<file path="config.mk">
export PLATFORM = sky130hd
export DESIGN_NAME = buffer_drain
export DESIGN_NICKNAME = d
export VERILOG_FILES = /design/src/rtl/buffer_pkg.sv /design/src/rtl/stream_skid_buf.sv /design/src/rtl/buffer_drain.sv
export SDC_FILE = /design/constraint.sdc
export NUM_CORES = 1
export LEC_CHECK = 0
export CORE_ASPECT_RATIO = 1.1
export CORE_MARGIN = 3
export CORE_UTILIZATION = 35
export CTS_CLUSTER_SIZE = 28
export DETAILED_ROUTE_END_ITERATION = 10
export HOLD_SLACK_MARGIN = 0.08
export PLACE_DENSITY_LB_ADDON = 0.05
export RECOVER_POWER = 100
export SYNTH_ARGS = -nofsm -noshare
export SYNTH_HDL_FRONTEND = slang
export SYNTH_SLANG_ARGS = --single-unit
</file>
<file path="constraint.sdc">
create_clock -name clk_i -period 4.63 [get_ports clk_i]
set_input_delay 0.926 -clock clk_i [delete_from_list [all_inputs] [get_ports clk_i]]
set_output_delay 0.926 -clock clk_i [all_outputs]
set_load 0.01 [all_outputs]
</file>
<file path="src/rtl/buffer_pkg.sv">
// Shared defaults for the sum-buffer read path: data width, FIFO read latency, counter width.
package buffer_pkg;

  localparam int unsigned NDef     = 32;
  localparam int unsigned RdLatDef = 1;
  localparam int unsigned CntWDef  = 16;

  // Two extra entries beyond the read latency keep one word per cycle flowing.
  function automatic int unsigned depth_for(input int unsigned rd_lat);
    return rd_lat + 2;
  endfunction

  localparam int unsigned DepthDef = depth_for(RdLatDef);

endpackage

</file>
<file path="src/rtl/stream_skid_buf.sv">
// Small register FIFO whose head entry is the output register; entry 0 is always the head.
module stream_skid_buf
  import buffer_pkg::*;
#(
  parameter int unsigned N     = NDef,
  parameter int unsigned DEPTH = DepthDef
) (
  input  logic                         clk_i,
  input  logic                         rst_i,
  input  logic                         wr_i,
  input  logic [N-1:0]                 din_i,
  input  logic                         rd_i,
  output logic [N-1:0]                 dout_o,
  output logic                         valid_o,
  output logic [$clog2(DEPTH+1)-1:0]   occ_o
);

  localparam int unsigned OccW = $clog2(DEPTH + 1);

  logic [N-1:0]    mem_q [DEPTH];
  logic [N-1:0]    mem_d [DEPTH];
  logic [OccW-1:0] occ_q, occ_d, occ_pop;
  logic            valid_q, valid_d;
  logic            pop;

  always_comb begin
    mem_d   = mem_q;
    pop     = rd_i && (occ_q != '0);
    occ_pop = pop ? occ_q - OccW'(1) : occ_q;
    if (pop) begin
      for (int unsigned i = 0; i < DEPTH - 1; i++) begin
        mem_d[i] = mem_q[i + 1];
      end
    end
    // New word lands just behind whatever survives this cycle's pop.
    for (int unsigned i = 0; i < DEPTH; i++) begin
      if (wr_i && (OccW'(i) == occ_pop)) begin
        mem_d[i] = din_i;
      end
    end
    occ_d   = occ_pop + OccW'(wr_i);
    valid_d = (occ_d != '0);
  end

  always_ff @(posedge clk_i) begin
    if (rst_i) begin
      mem_q   <= '{default: '0};
      occ_q   <= '0;
      valid_q <= 1'b0;
    end else begin
      mem_q   <= mem_d;
      occ_q   <= occ_d;
      valid_q <= valid_d;
    end
  end

  assign dout_o  = mem_q[0];
  assign valid_o = valid_q;
  assign occ_o   = occ_q;

endmodule

</file>
<file path="src/rtl/buffer_drain.sv">
// Drains the sum-buffer FIFO onto a valid/ready stream; credits cover words still in flight.
module buffer_drain
  import buffer_pkg::*;
#(
  parameter int unsigned N      = NDef,
  parameter int unsigned RD_LAT = RdLatDef,
  parameter int unsigned CNT_W  = CntWDef
) (
  input  logic             clk_i,
  input  logic             rst_i,
  input  logic             enable_i,
  input  logic [N-1:0]     fifo_q_i,
  input  logic             fifo_empty_i,
  output logic             fifo_rdreq_o,
  output logic [N-1:0]     out_data_o,
  output logic             out_valid_o,
  input  logic             out_ready_i,
  output logic [CNT_W-1:0] word_cnt_o
);

  localparam int unsigned DEPTH = depth_for(RD_LAT);
  localparam int unsigned OccW  = $clog2(DEPTH + 1);

  logic [RD_LAT-1:0] pipe_q, pipe_d;
  logic [CNT_W-1:0]  word_cnt_q, word_cnt_d;
  logic [OccW-1:0]   occ, inflight;
  logic [OccW:0]     used;
  logic              credit_ok, land, pop;

  always_comb begin
    inflight = '0;
    for (int unsigned i = 0; i < RD_LAT; i++) begin
      inflight = inflight + OccW'(pipe_q[i]);
    end
    used      = {1'b0, inflight} + {1'b0, occ};
    credit_ok = (used < (OccW + 1)'(DEPTH));
  end

  assign fifo_rdreq_o = enable_i & ~fifo_empty_i & ~rst_i & credit_ok;

  // Tag each request; the oldest stage coincides with valid fifo_q.
  assign pipe_d = (pipe_q << 1) | RD_LAT'(fifo_rdreq_o);
  assign land   = pipe_q[RD_LAT-1];
  assign pop    = out_valid_o & out_ready_i;

  assign word_cnt_d = pop ? word_cnt_q + CNT_W'(1) : word_cnt_q;

  always_ff @(posedge clk_i) begin
    if (rst_i) begin
      pipe_q     <= '0;
      word_cnt_q <= '0;
    end else begin
      pipe_q     <= pipe_d;
      word_cnt_q <= word_cnt_d;
    end
  end

  stream_skid_buf #(
    .N     (N),
    .DEPTH (DEPTH)
  ) u_store (
    .clk_i   (clk_i),
    .rst_i   (rst_i),
    .wr_i    (land),
    .din_i   (fifo_q_i),
    .rd_i    (pop),
    .dout_o  (out_data_o),
    .valid_o (out_valid_o),
    .occ_o   (occ)
  );

  assign word_cnt_o = word_cnt_q;

endmodule

</file>
==> run_1/io_placement.png <==
Scale: 3 px per µm. Pins as bars across the die edge, other pins in grey.
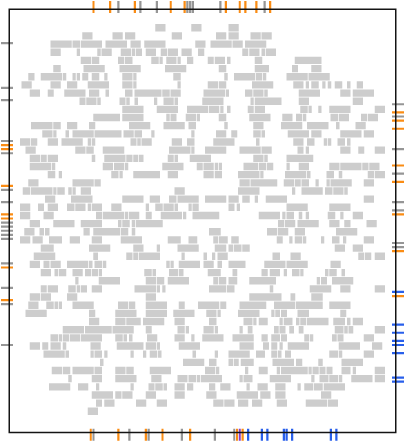
Key: out_data_o = orange [pins 32, direction output, edge 10 top, 8 right, 7 left, 7 bottom]; word_cnt_o = blue [pins 16, direction output, edge 8 bottom, 8 right]; out_ready_i = purple [pins 1, direction input, edge bottom]
Die Ht: 141 µm
IO buf count: 86
Die X: 128 µm

==> run_1/logic_types.png <==
Scale: 3 px per µm.
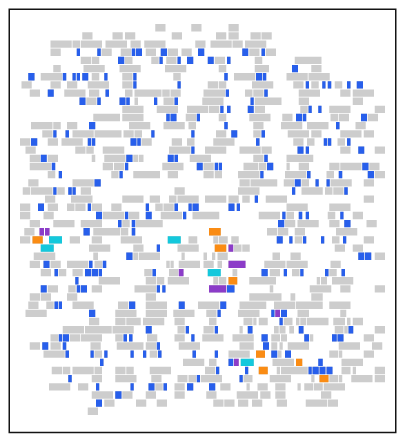
Key: adder and majority cells = cyan [cells 5]; inverting AOI/OAI gates = purple [cells 8]; NAND gates = blue [cells 214, where widely spread]; AND and OR gates = orange [cells 8]
dominant logic cell type in the layout: nand2_1
post-route non-filler standard cell count: 885
Comb area share: 0.423

==> run_1/clocks.png <==
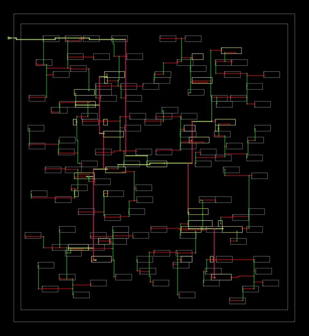
P_clk: 1.21 mW
TritonCTS Buffers: 17

[run 1: kinds of logic after synthesis]
family                     Yosys count
adders and majority gates            5
DFF                                116
and+or+nand+nor                    252
muxes                              100
xor gates and xnor gates            13
AOI/OAI and AO/OA                   74
buffers and inverters               79
[run 1: cell type report]
type                            count  area, µm²  share of cell area
Clock buffer                       25        495              0.0710
Clock inverter                      5       50.0             0.00717
Inverter                            3       11.3             0.00161
Multi-Input combinational cell    444       2950               0.423
Sequential cell                   116       2320               0.333
Tap cell                          200        250              0.0358
Timing Repair Buffer               92        898               0.129
[run 1: cell usage after synthesis, drive strengths merged]
| cell | number | area share |
|---|---|---|
| nor2 | 18 | 0.012 |
| and4 | 3 | 0.0046 |
| and3b | 1 | 0.0015 |
| nand2b | 65 | 0.071 |
| nand4 | 8 | 0.0087 |
| nand3 | 7 | 0.0061 |
| nand2 | 133 | 0.087 |
| mux2i | 97 | 0.17 |
| nand3b | 1 | 0.0013 |
| buf | 58 | 0.072 |
| a21oi | 4 | 0.0035 |
| mux2 | 3 | 0.0059 |
| clkbuf | 18 | 0.012 |
| nor4 | 3 | 0.0033 |
| nor3 | 6 | 0.0061 |
| ha | 5 | 0.011 |
| and3 | 2 | 0.0039 |
| a21o | 64 | 0.083 |
| xnor2 | 6 | 0.0091 |
| dfxtp | 116 | 0.40 |
| inv | 3 | 0.0020 |
| o21ai | 4 | 0.0061 |
| o21a | 2 | 0.0026 |
| xor2 | 7 | 0.011 |
| and2 | 1 | 0.0011 |
| or4b | 1 | 0.0017 |
| nor2b | 3 | 0.0033 |
[run 1: power groups by stage]
stage | Combinational, mW | Sequential, mW | Clock [mW]
3_3_place_gp | 0.168 | 1.05 | 0
4_1_cts | 0.171 | 1.03 | 1.25
2_1_floorplan | 0.114 | 1.05 | 0
6_report | 0.163 | 1.03 | 1.21
3_5_place_dp | 0.171 | 1.05 | 0
5_1_grt | 0.180 | 1.03 | 1.30
[run 1: state kept, by name, indices dropped and copies added (netlist names)]
name and count:
u_store.dout_o 32, u_store.mem_q 64, u_store.occ_o 2, word_cnt_o 16, u_store.valid_o 1, land 1
[run 1: metrics by stage]
stage               power, mW  setup WS [ps]  hold WS, ps  instance area (µm²)  utilization
floorplan                1.16           1900          453                 5760            -
global placement         1.22           1160          461                 6440        0.405
detailed placement       1.22           1180          468                 6440        0.405
CTS                      2.45           1170          478                 6990        0.439
global route             2.51            704          500                 6980        0.439
finish                   2.41            981          475                 6980        0.439
[run 1: critical path: cells and delay by family]
family                 cells  cell delay [ps]
AND-OR/OR-AND              1              120
AND/OR/NAND/NOR            1              530
buffers and inverters      2             1130
[run 1: final timing paths]
check	start	endpoint	slack (ps)	cells past startpoint
setup / recovery	fifo_empty_i	fifo_rdreq_o	980	4
hold / removal	u_store.mem_q[27]	u_store.mem_q[27]	470	2
setup reg to reg	u_store.occ_o[0]	u_store.valid_o	1380	8
hold reg to reg	u_store.mem_q[27]	u_store.mem_q[27]	470	2
[run 1: per-layer routing]
metal  share of wire  GRT usage  vias to the layer above
met5               0          0                        -
met1            0.47      0.178                     2076
li1                -          -                     2171
met4           0.018     0.0609                        0
met3           0.037     0.0343                       20
met2            0.47      0.243                       72
==> results.toml, run 1 <==
# implementation run metrics
[status]
run_status = "finished, violations left"
violations = "max-capacitance violations, max-slew violations"

[worst_hold_path]
min_path_type = "register to register"

[clocking]
post_cts_resized = 0
clockRootBuffer = "clkbuf_16"

[floorplanning]
core_um2 = 15900
dieArea_um2 = 18000

[global_routing]
grt_pass1_vias = 4380
grt_util_all_layers = 0.146

[pwr]
power.share.combinational = 0.068
intPower_mw = 1.89
p_leak_nw = 2.93
switchingPower_uw = 523

[logic_synthesis]
synth_cells = 639
yosys_area_um2 = 5760
synth.cell_area_um2 = 5760
aoi_share = 0.0955
ys_sh_simple = 0.210
syn-num-nets = 681

[routing]
vias = 4339
ant_nets = 0
drtIter0Drc = 217

[placement]
dp_cells = 855

[setup_path]
cp-start-kind = "primary input"
crit_chain = "dlygate4sd3_1 -> or4b_1 -> a21oi_1 -> dlygate4sd3_1"

[finish]
most-common-layout-cells = "133 x nand2_1, 116 x dfxtp_1, 97 x mux2i_1"
n_antenna_cell = 0

[job]
maxCapViolations = 1

[final_timing]
maxSlewViolCount = 112
fmaxAchievable_mhz = 274
setup_viol = 0
--- run 2 (diff from run 1) ---
==> constraint.sdc (replaced) <==
create_clock -name clk_i -period 3.8 [get_ports clk_i]
set_input_delay 0.76 -clock clk_i [delete_from_list [all_inputs] [get_ports clk_i]]
set_output_delay 0.76 -clock clk_i [all_outputs]
set_load 0.01 [all_outputs]
==> run 2 against run 1 <==
  * The flow now finishes without violations
  * Flip-flop count unchanged
  * Largest power group unchanged
  * Critical endpoint is now u_store.mem_q[19]
  * Critical path depth increased by 2
  * Clock power up 22%
==> results.toml, run 2 <==
# implementation run metrics
[global_routing]
met2_usage = 0.250
grt_pass1_vias = 4399
grtUsageMet1 = 0.182

[logic_synthesis]
ys_sh_simple = 0.210
yosys_area_um2 = 5760
top_cells_by_count = "133 x nand2_1, 116 x dfxtp_1, 97 x mux2i_1"
synth.cell_area_um2 = 5760
syn-num-nets = 681
synth_cells = 639
topCellsByArea = "dfxtp_1 40%, mux2i_1 17%, nand2_1 8.7%, a21o_1 8.3%, nand2b_1 7.1%"

[pwr]
power_mw = 2.94
switchingPower_uw = 641

[worst_hold_path]
min_path_cells = 2
min_from = "u_store.mem_q[3]"
min_path_type = "register to register"

[placement]
place_area_um2 = 6500
dp_slack_ps = 640
dp_cells = 859

[finish]
final_area_um2 = 7010
layout_top_cell = "nand2_1"
largest_reg_flops = 64
postLayoutCoreUtil = 0.441
n_antenna_cell = 0
most-common-layout-cells = "133 x nand2_1, 116 x dfxtp_1, 97 x mux2i_1"
regMostFlops = "u_store.mem_q"

[final_timing]
fin_ws_ps = 501
fmaxAchievable_mhz = 303
maxSlewViolCount = 0
setup_viol = 0

[status]
run_status = "finished, final reports clean"

[routing]
ant_nets = 0
vias = 4327

[floorplanning]
die_y_um = 141
dieArea_um2 = 18000

[clocking]
clockRootBuffer = "clkbuf_16"
[run 2: cell counts after synthesis]
Identical to the previous run, type by type.
[run 2: per-layer routing]
metal | vias to the layer above | wire [µm] | share of wire
met4 | 0 | 152 | 0.012
met1 | 2066 | 5880 | 0.46
met5 | - | 0 | 0
li1 | 2167 | - | -
met3 | 13 | 593 | 0.046
met2 | 81 | 6190 | 0.48
[run 2: area by class of cell]
class,count,area [µm²],area share
well taps,200,250,0.0357
inverters,3,11.3,0.00161
clock buffers,25,495,0.0707
clock inverters,5,50.0,0.00714
multi-input cells,444,2950,0.420
repair buffers,96,937,0.134
flip-flops and latches,116,2320,0.331
[run 2: worst max-delay path, stage by stage]
cell	delay (ps)
dlygate4sd3_1	710
and3b_1	380
nor3_1	120
o21ai_4	410
dlymetal6s2s_1	930
mux2i_1	290
[run 2: worst max-delay path by stage]
| stage | end | cells after the start | slack (ps) |
|---|---|---|---|
| 3_3_place_gp | fifo_rdreq_o | 4 | 660 |
| 2_1_floorplan | fifo_rdreq_o | 3 | 1400 |
| 3_5_place_dp | fifo_rdreq_o | 4 | 640 |
| 5_1_grt | u_store.mem_q[34] | 5 | 240 |
| 6_report | u_store.mem_q[19] | 6 | 500 |
| 4_1_cts | fifo_rdreq_o | 5 | 540 |
[run 2: cell families (layout without fill, tap and decap cells)]
family                   Yosys count  count (layout)
AND/OR/NAND/NOR                  252             252
flip-flops                       116             116
XOR/XNOR                          13              13
multiplexers                     100             100
adder cells (fa/ha/maj)            5               5
AND-OR/OR-AND                     74              74
buffers and inverters             79             129
[run 2: power groups by stage]
| stage | Sequential (mW) | Combinational (mW) | Clock [mW] |
|---|---|---|---|
| floorplan | 1.28 | 0.139 | 0 |
| detailed placement | 1.28 | 0.211 | 0 |
| finish | 1.26 | 0.201 | 1.48 |
| global placement | 1.28 | 0.207 | 0 |
| global route | 1.26 | 0.222 | 1.58 |
| CTS | 1.26 | 0.212 | 1.53 |
==> run_2/wires.png <==
Scale: 2 px per µm. Only two layers are drawn.
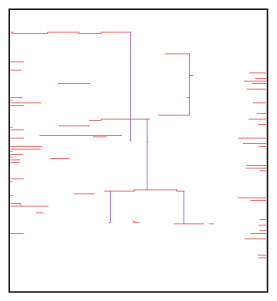
Key: metal 4 = purple [wire length 152 µm]; metal 3 = red [wire length 594 µm]
post-detailed-route wirelength per cell: 14.4 µm
gr usage total: 0.150

==> run_2/io_placement.png <==
Scale: 3 px per µm. Pins as bars across the die edge, other pins in grey.
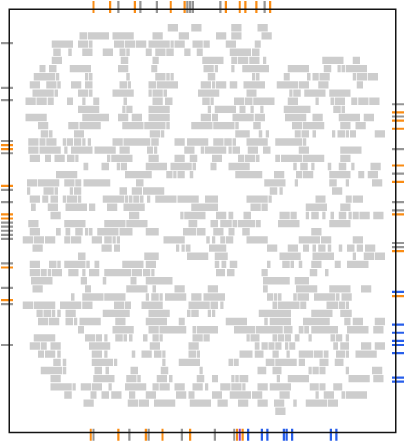
Key: out_ready_i = purple [pins 1, direction input, edge bottom]; word_cnt_o = blue [pins 16, direction output, edge 8 bottom, 8 right]; out_data_o = orange [pins 32, direction output, edge 10 top, 8 right, 7 left, 7 bottom]

==> run_2/logic_types.png <==
Scale: 3 px per µm.
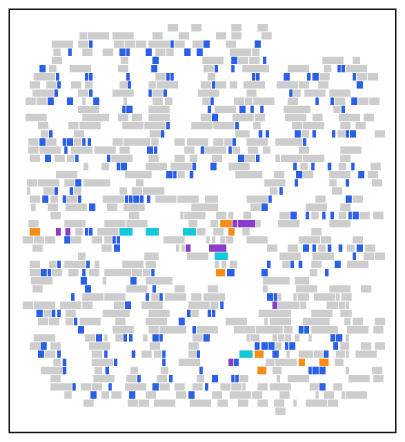
Key: adder and majority cells = cyan [cells 5, where centre]; NAND gates = blue [cells 214, where widely spread]; AND and OR gates = orange [cells 8]; inverting AOI/OAI gates = purple [cells 8]
post-route non-filler standard cell count: 889
Comb area share: 0.420

Power figures rest on the tool's default switching activity, not on a simulated workload.
